### src/rtl/pipe_catch_buffer.sv
// pipe_catch_buffer
// Receive-side terminator for a fixed-latency, credit-controlled data pipe.
// Items issued upstream reserve a FIFO slot. The slot is held from issue
// until the item is popped downstream, so an arrival never finds the FIFO
// full under legal use and the pipe itself needs no backpressure.
// All outputs come from registered state only. No output has a
// combinational path from ISSUE, IN_VLD or OUT_RDY.

module pipe_catch_buffer #(
    parameter  int W     = 8,
    parameter  int DEPTH = 4,
    localparam int CW    = $clog2(DEPTH + 1),
    localparam int PW    = (DEPTH > 1) ? $clog2(DEPTH) : 1
) (
    input  logic          CLK,
    input  logic          RSTN,
    input  logic          ISSUE,
    output logic          CREDIT_OK,
    input  logic          IN_VLD,
    input  logic [W-1:0]  IN_DATA,
    output logic          OUT_VLD,
    input  logic          OUT_RDY,
    output logic [W-1:0]  OUT_DATA,
    output logic [CW-1:0] COUNT,
    output logic          ERR
);

    localparam logic [CW-1:0] DEPTH_C = CW'(DEPTH);
    localparam logic [PW-1:0] LAST_P  = PW'(DEPTH - 1);

    // Storage. It is never reset; contents only matter while occupancy covers them.
    logic [W-1:0] mem [DEPTH];

    logic [PW-1:0] rd_ptr_reg, rd_ptr_next;
    logic [PW-1:0] wr_ptr_reg, wr_ptr_next;
    logic [CW-1:0] occ_reg,    occ_next;
    logic [CW-1:0] res_reg,    res_next;
    logic          err_reg,    err_next;

    logic full;
    logic iss;
    logic pop;
    logic push;
    logic no_reservation;

    // Outputs are decoded from registered state only.
    assign CREDIT_OK = (res_reg < DEPTH_C);
    assign OUT_VLD   = (occ_reg != '0);
    assign OUT_DATA  = mem[rd_ptr_reg];
    assign COUNT     = occ_reg;
    assign ERR       = err_reg;

    assign full           = (occ_reg == DEPTH_C);
    assign iss            = ISSUE & CREDIT_OK;
    assign pop            = OUT_VLD & OUT_RDY;
    // When full, an arrival may still land in the slot a same-cycle pop frees.
    assign push           = IN_VLD & (~full | pop);
    assign no_reservation = (res_reg == occ_reg);

    // Next-state logic: pointers, occupancy, reservations and the error flag.
    always_comb begin
        rd_ptr_next = rd_ptr_reg;
        wr_ptr_next = wr_ptr_reg;
        occ_next    = occ_reg;
        res_next    = res_reg;
        err_next    = err_reg;

        // Pointers wrap explicitly, so DEPTH need not be a power of two.
        if (push) begin
            wr_ptr_next = (wr_ptr_reg == LAST_P) ? '0 : wr_ptr_reg + PW'(1);
        end
        if (pop) begin
            rd_ptr_next = (rd_ptr_reg == LAST_P) ? '0 : rd_ptr_reg + PW'(1);
        end

        case ({push, pop})
            2'b10:   occ_next = occ_reg + CW'(1);
            2'b01:   occ_next = occ_reg - CW'(1);
            default: occ_next = occ_reg;
        endcase

        // A credit is held from issue until the item leaves downstream.
        // Decrementing stops at zero. Under legal use res >= occ, so zero is
        // never reached here. The floor only keeps res inside its range after
        // an unreserved arrival has already been flagged.
        case ({iss, pop})
            2'b10:   res_next = res_reg + CW'(1);
            2'b01:   res_next = (res_reg == '0) ? '0 : res_reg - CW'(1);
            default: res_next = res_reg;
        endcase

        // Sticky flag for: an issue without credit, an overflowing arrival,
        // or an arrival with no outstanding reservation.
        if ((ISSUE & ~CREDIT_OK) | (IN_VLD & full & ~pop) | (IN_VLD & no_reservation)) begin
            err_next = 1'b1;
        end
    end

    // Control state register with asynchronous active-low clear.
    always_ff @(posedge CLK or negedge RSTN) begin
        if (!RSTN) begin
            rd_ptr_reg <= '0;
            wr_ptr_reg <= '0;
            occ_reg    <= '0;
            res_reg    <= '0;
            err_reg    <= 1'b0;
        end else begin
            rd_ptr_reg <= rd_ptr_next;
            wr_ptr_reg <= wr_ptr_next;
            occ_reg    <= occ_next;
            res_reg    <= res_next;
            err_reg    <= err_next;
        end
    end

    // FIFO write port. An item written here is visible at the head one cycle later.
    always_ff @(posedge CLK) begin
        if (push) begin
            mem[wr_ptr_reg] <= IN_DATA;
        end
    end

endmodule

### config.mk
export PLATFORM = sky130hd
export DESIGN_NAME = pipe_catch_buffer
export DESIGN_NICKNAME = d
export VERILOG_FILES = /design/src/rtl/pipe_catch_buffer.sv
export SDC_FILE = /design/constraint.sdc
export NUM_CORES = 1
export LEC_CHECK = 0
export CAP_MARGIN = 20
export CORE_MARGIN = 1
export CORE_UTILIZATION = 45
export DETAILED_ROUTE_END_ITERATION = 10
export HOLD_SLACK_MARGIN = 0.08
export PLACE_DENSITY = 0.68
export SETUP_SLACK_MARGIN = 0.3
export SKIP_LAST_GASP = 1
export SLEW_MARGIN = 20
export SYNTH_ARGS = -nofsm -noshare
export SYNTH_HDL_FRONTEND = slang
export SYNTH_SLANG_ARGS = --single-unit
### constraint.sdc
create_clock -name CLK -period 3.2 [get_ports CLK]
set_input_delay 0.64 -clock CLK [delete_from_list [all_inputs] [get_ports CLK]]
set_output_delay 0.64 -clock CLK [all_outputs]
set_load 0.005 [all_outputs]
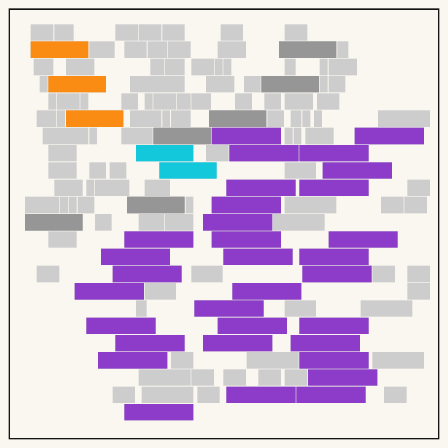
Fig. 1. Sequential cells colored by netlist name (run 1).
Other sequential cells in the stronger gray, the rest of the logic in the fainter gray.
signal	color	flops
`mem`	purple	32
`rd_ptr_reg`	cyan	2
`COUNT`	orange	3
not colored	6

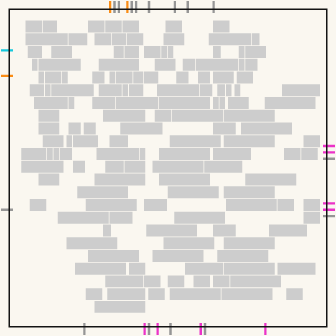
Fig. 2. Pin placement (run 1).
Pins as bars across the die edge, other pins in gray.
port	color	pins	direction	edge
`OUT_DATA`	magenta	8	output	4 south, 4 east
`CLK`	cyan	1	input	west
`COUNT`	orange	3	output	2 north, 1 west
all pins by edge	10 north, 8 south, 6 east, 3 west

==> deck_impl_summary.md, run 1 <==
Physical Implementation Snapshot

Global routing
  • Largest net degree at the start of global routing: 14
  • First-pass GRT wire length: ~4.8 mm
  • GR met1 Demand/Resource: 19.7%
  • Total track usage: 16.0%
  • Total global routing overflow: 0
  • Vias in the first global route: 1023
  • GRT met2 Usage: 24.9%
  • Grt met3 use: 6.08%

Layout
  • Filler instances: 308
  • Buffering overhead: 11.2%
  • Clock buffers: 6
  • Top cell excl fill/tap: edfxtp_1
  • Fraction of layout cells with a size suffix above 1: 18.6%
  • Clock network area share: 3.66%
  • Post-layout util: 57.4%
  • Comb/total area: 27.6%
  • Antenna cells: 0
  • Finished Cell Area: 2330 um2
  • Final Non-Filler Cells: 195
  • Seq/total area: 53.1%

Die
  • Well tap count: 50
  • Core area: around 4000 um2
  • Initial Util: 47.5%
  • Die Span X: roughly 67 um
  • Row count: 23
  • Chip area: 4550 um2

Setup path
  • Critical path arrival: 2070 ps
  • Critical Path Sink Type: output port
  • Worst R2R End: COUNT[2]$_DFFE_PN0P_
  • Worst-path maximum fanout: 11
  • Max incr delay on CP: 740 ps
  • Flop2flop setup slack: just over 1000 ps
  • Worst EP required: about 2600 ps
  • Worst-path cell chain: mux4_2 -> clkdlybuf4s50_1
  • Startpoint Class: flip-flop
  • Setup crit end: OUT_DATA[0]

Logic synthesis
  • Yosys chip area: 1930 um2
  • Adder Area Share: ~8%
  • Yosys Instances: 113
  • Commonest cells in the netlist: 32 x edfxtp_1, 11 x dfrtp_1, 11 x ha_1, 11 x inv_1, 8 x mux4_2
  • Xor+xnor area frac: ~2.7%
  • Post-synth EDFFs: 32
  • Gate count of the mapped netlist: between 100 and 150
  • Most common reg cell: edfxtp_1
  • Top cells by area: edfxtp_1 50%, dfrtp_1 14%, mux4_2 9.3%
  • Synthesized area: approximately 1900 um2
  • AND-OR/OR-AND Cells, Area Fraction: 2.79%
  • Syn Nets: 138
  • Simple share: approximately 6.5%
  • MUX share of area: 13.1%

Pwr
  • Pwr top: sequential cells
  • Total power: 2.00 mW
  • Clock power share: 16.3%
  • Int Pwr: between 1 and 1.5 mW
  • Peak supply drop: between 0.4 and 0.5 mV
  • Combinational power: 0.759 mW
  • Power Dens Cells: 861 nW/um2
  • Switching Power: 0.621 mW
  • P_seq: 0.918 mW
  • Static Leak: between 0.8 and 0.9 nW
  • Combinational share of power: 37.9%
  • Clock Power: around 0.33 mW

STA
  • Setup ws final: 486 ps
  • Count of final setup violators: 0
  • Max-slew headroom: 58.7%
  • Part of the cycle the worst path needs: 84.8%
  • Fmax: 369 MHz
  • Max-slew violation count: 0
  • Post-route minimum period: approximately 2700 ps
  • Clk_skew: about 5.6 ps
  • Worst hold slack: 490 ps

Min path
  • Hold Path End: ERR$_DFFE_PN0P_

Placement
  • DP Area: 2240 um2
  • IO buf count: 26
  • GPL Wtd Cong: 0.719
  • Placement Setup Slack: between 400 and 500 ps
  • Estimated wirelength of the detail-placed design: 2.20 mm
  • # placed instances: 187

Clocking
  • Hold buffers post-CTS: 0
  • Root Driver: clkbuf_8
  • CTS tree: built
  • Clock sink count: approximately 43
  • Clock transition at path regs: 70 ps
  • # H-tree levels: 2

Route
  • Via density: roughly 5.2
  • Met2 WL: 1.50 mm
  • Residual DRC: 0
  • Detailed Route WL: 3.03 mm
  • Avg WL per Cell: 15.5 um

Status
  • Run status: completed

Run
  • Log Warnings: 32
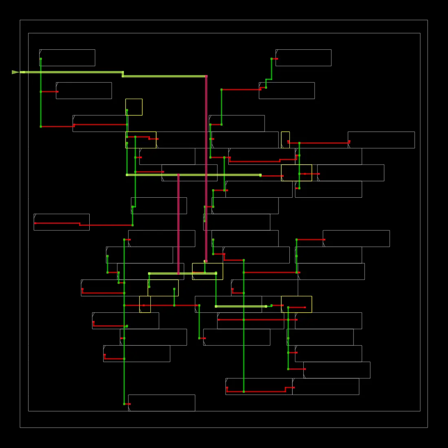
Fig. 3. Clock routing (run 1).
flop count: 43
CTS Buf Count: 5
worst-skew pair later-pin latency: 290 ps

--- run 2 (diff from run 1) ---
- PLACE_DENSITY: 0.68 -> 0.7
- clock period: 3.2 -> 2.3 ns (I/O delays scaled with it)
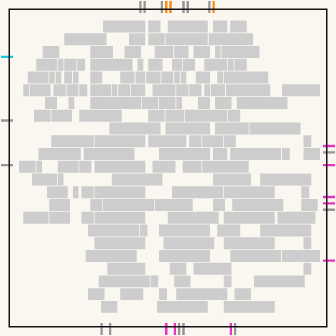
Fig. 4. Pin placement (run 2).
Pins as bars across the die edge, other pins in gray.
port	color	pins	direction	edge
`OUT_DATA`	magenta	8	output	5 east, 3 south
`COUNT`	orange	3	output	north
`CLK`	cyan	1	input	west

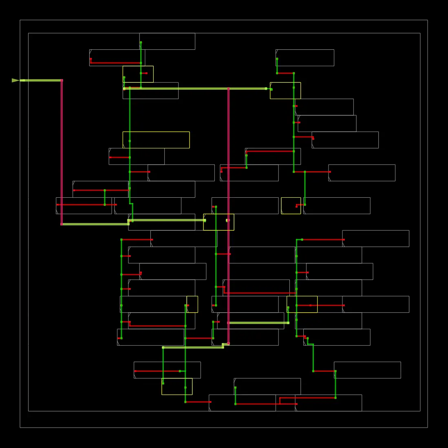
Fig. 5. Clock routing (run 2).
clk_skew: 10.4 ps
clock buffers: 5

==> run 2 against run 1 <==
Compared with the run above:
- sequential power up 35%
- final area up 6.2%
- global-route usage is 1.6 points higher
- clock skew grew 4.8 ps
- critical path type unchanged
- critical endpoint is now OUT_DATA[6]
==> deck_impl_summary.md, run 2 <==
Physical Implementation Snapshot

Layout
  • Fraction of layout cells with a size suffix above 1: 36.5% (+18 points)
  • Post-layout util: 60.9% (+3.5 points)
  • Top cell excl fill/tap: edfxtp_1
  • Buffering overhead: 14.4% (+3.2 points)
  • Flop count: 43 (unchanged)
  • Antenna cells: 0 (unchanged)
  • Seq/total area: 50.2% (-2.9 points)
  • Filler instances: 299 (-2.9%)
  • Finished Cell Area: 2470 um2 (+6.2%)
  • Final Non-Filler Cells: 209 (+7.2%)
  • Comb/total area: 26.6% (-1.0 points)

Setup path
  • Worst-path maximum fanout: 4 (-7)
  • Worst R2R End: COUNT[2]$_DFFE_PN0P_
  • Flop2flop setup slack: 330 ps (-700 ps)
  • Worst-path cell chain: buf_4 -> buf_16 -> mux4_2 -> buf_2
  • Worst EP required: 1840 ps (-720 ps)
  • Setup crit end: OUT_DATA[6]
  • Critical Path Sink Type: output port
  • Startpoint Class: flip-flop
  • Max incr delay on CP: 420 ps (-320 ps)
  • Critical path arrival: 1560 ps (-510 ps)

Die
  • Well tap count: 50 (unchanged)
  • Chip area: 4550 um2 (unchanged)
  • Row count: 23 (unchanged)
  • Die Span X: 67.5 um (unchanged)
  • Core area: 4060 um2 (unchanged)

Placement
  • DP Area: 2290 um2 (+2.2%)
  • Estimated wirelength of the detail-placed design: 2.23 mm (+1.3%)
  • IO buf count: 26 (unchanged)
  • GPL Wtd Cong: 0.751 (+4.5%)
  • Placement Setup Slack: -214 ps (-651 ps)

Logic synthesis
  • MUX share of area: 13.1% (unchanged)
  • Yosys Instances: 113 (unchanged)
  • Gate count of the mapped netlist: 113 (unchanged)
  • Xor+xnor area frac: 2.73% (unchanged)
  • Synthesized area: 1930 um2 (unchanged)
  • Top cells by area: edfxtp_1 50%, dfrtp_1 14%, mux4_2 9.3%
  • AND-OR/OR-AND Cells, Area Fraction: 2.79% (unchanged)
  • Post-synth EDFFs: 32 (unchanged)
  • Commonest cells in the netlist: 32 x edfxtp_1, 11 x dfrtp_1, 11 x ha_1, 11 x inv_1, 8 x mux4_2
  • Syn Nets: 138 (unchanged)

Route
  • Detailed Route WL: 3.40 mm (+12%)
  • Residual DRC: 0 (unchanged)
  • Via density: 5.11 (-1.1%)

Global routing
  • GR met1 Demand/Resource: 21.5% (+1.8 points)
  • GRT met2 Usage: 28.0% (+3.1 points)
  • First-pass GRT wire length: 5.33 mm (+11%)
  • Total track usage: 17.6% (+1.6 points)
  • Grt met3 use: 5.57% (-0.51 points)
  • Largest net degree at the start of global routing: 15 (+1)

Clocking
  • Clock sink count: 43 (unchanged)
  • Clock transition at path regs: 80 ps (about the same)
  • Worst-skew pair later-pin latency: 300 ps (about the same)
  • # H-tree levels: 2 (unchanged)
  • CTS tree: built
  • CTS Buf Count: 5 (unchanged)

Pwr
  • Combinational share of power: 40.7% (+2.8 points)
  • Switching Power: 0.940 mW (+51%)
  • Static Leak: 0.976 nW (+10%)
  • Pwr top: combinational logic
  • Peak supply drop: 0.488 mV (+19%)
  • Clock power share: 18.9% (+2.6 points)
  • Int Pwr: 2.13 mW (+54%)
  • P_seq: 1.24 mW (+35%)
  • Clock Power: 0.579 mW (+77%)
  • Combinational power: 1.25 mW (+65%)

STA
  • Max-slew violation count: 0 (unchanged)
  • Worst hold slack: 508 ps (+17.7 ps)
  • Max-slew headroom: 64.8% (+6.1 points)
  • Fmax: around 500 MHz
  • Setup ws final: 285 ps (-202 ps)

Run
  • Log Warnings: 34 (+6.3%)

Status
  • Run status: completed
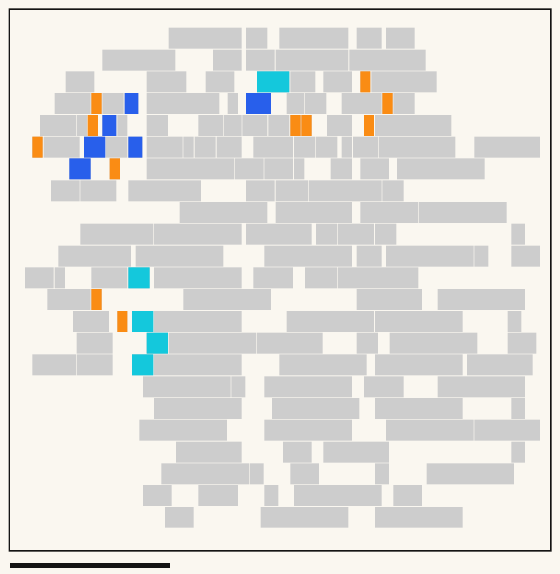
Fig. 6. Logic cells by family (run 2).
Scale bar: 20 um.
family	color	cells
inverting AOI/OAI gates	blue	6
inverters	orange	11
AND and OR gates	cyan	5

Power and IR drop assume default switching activity.
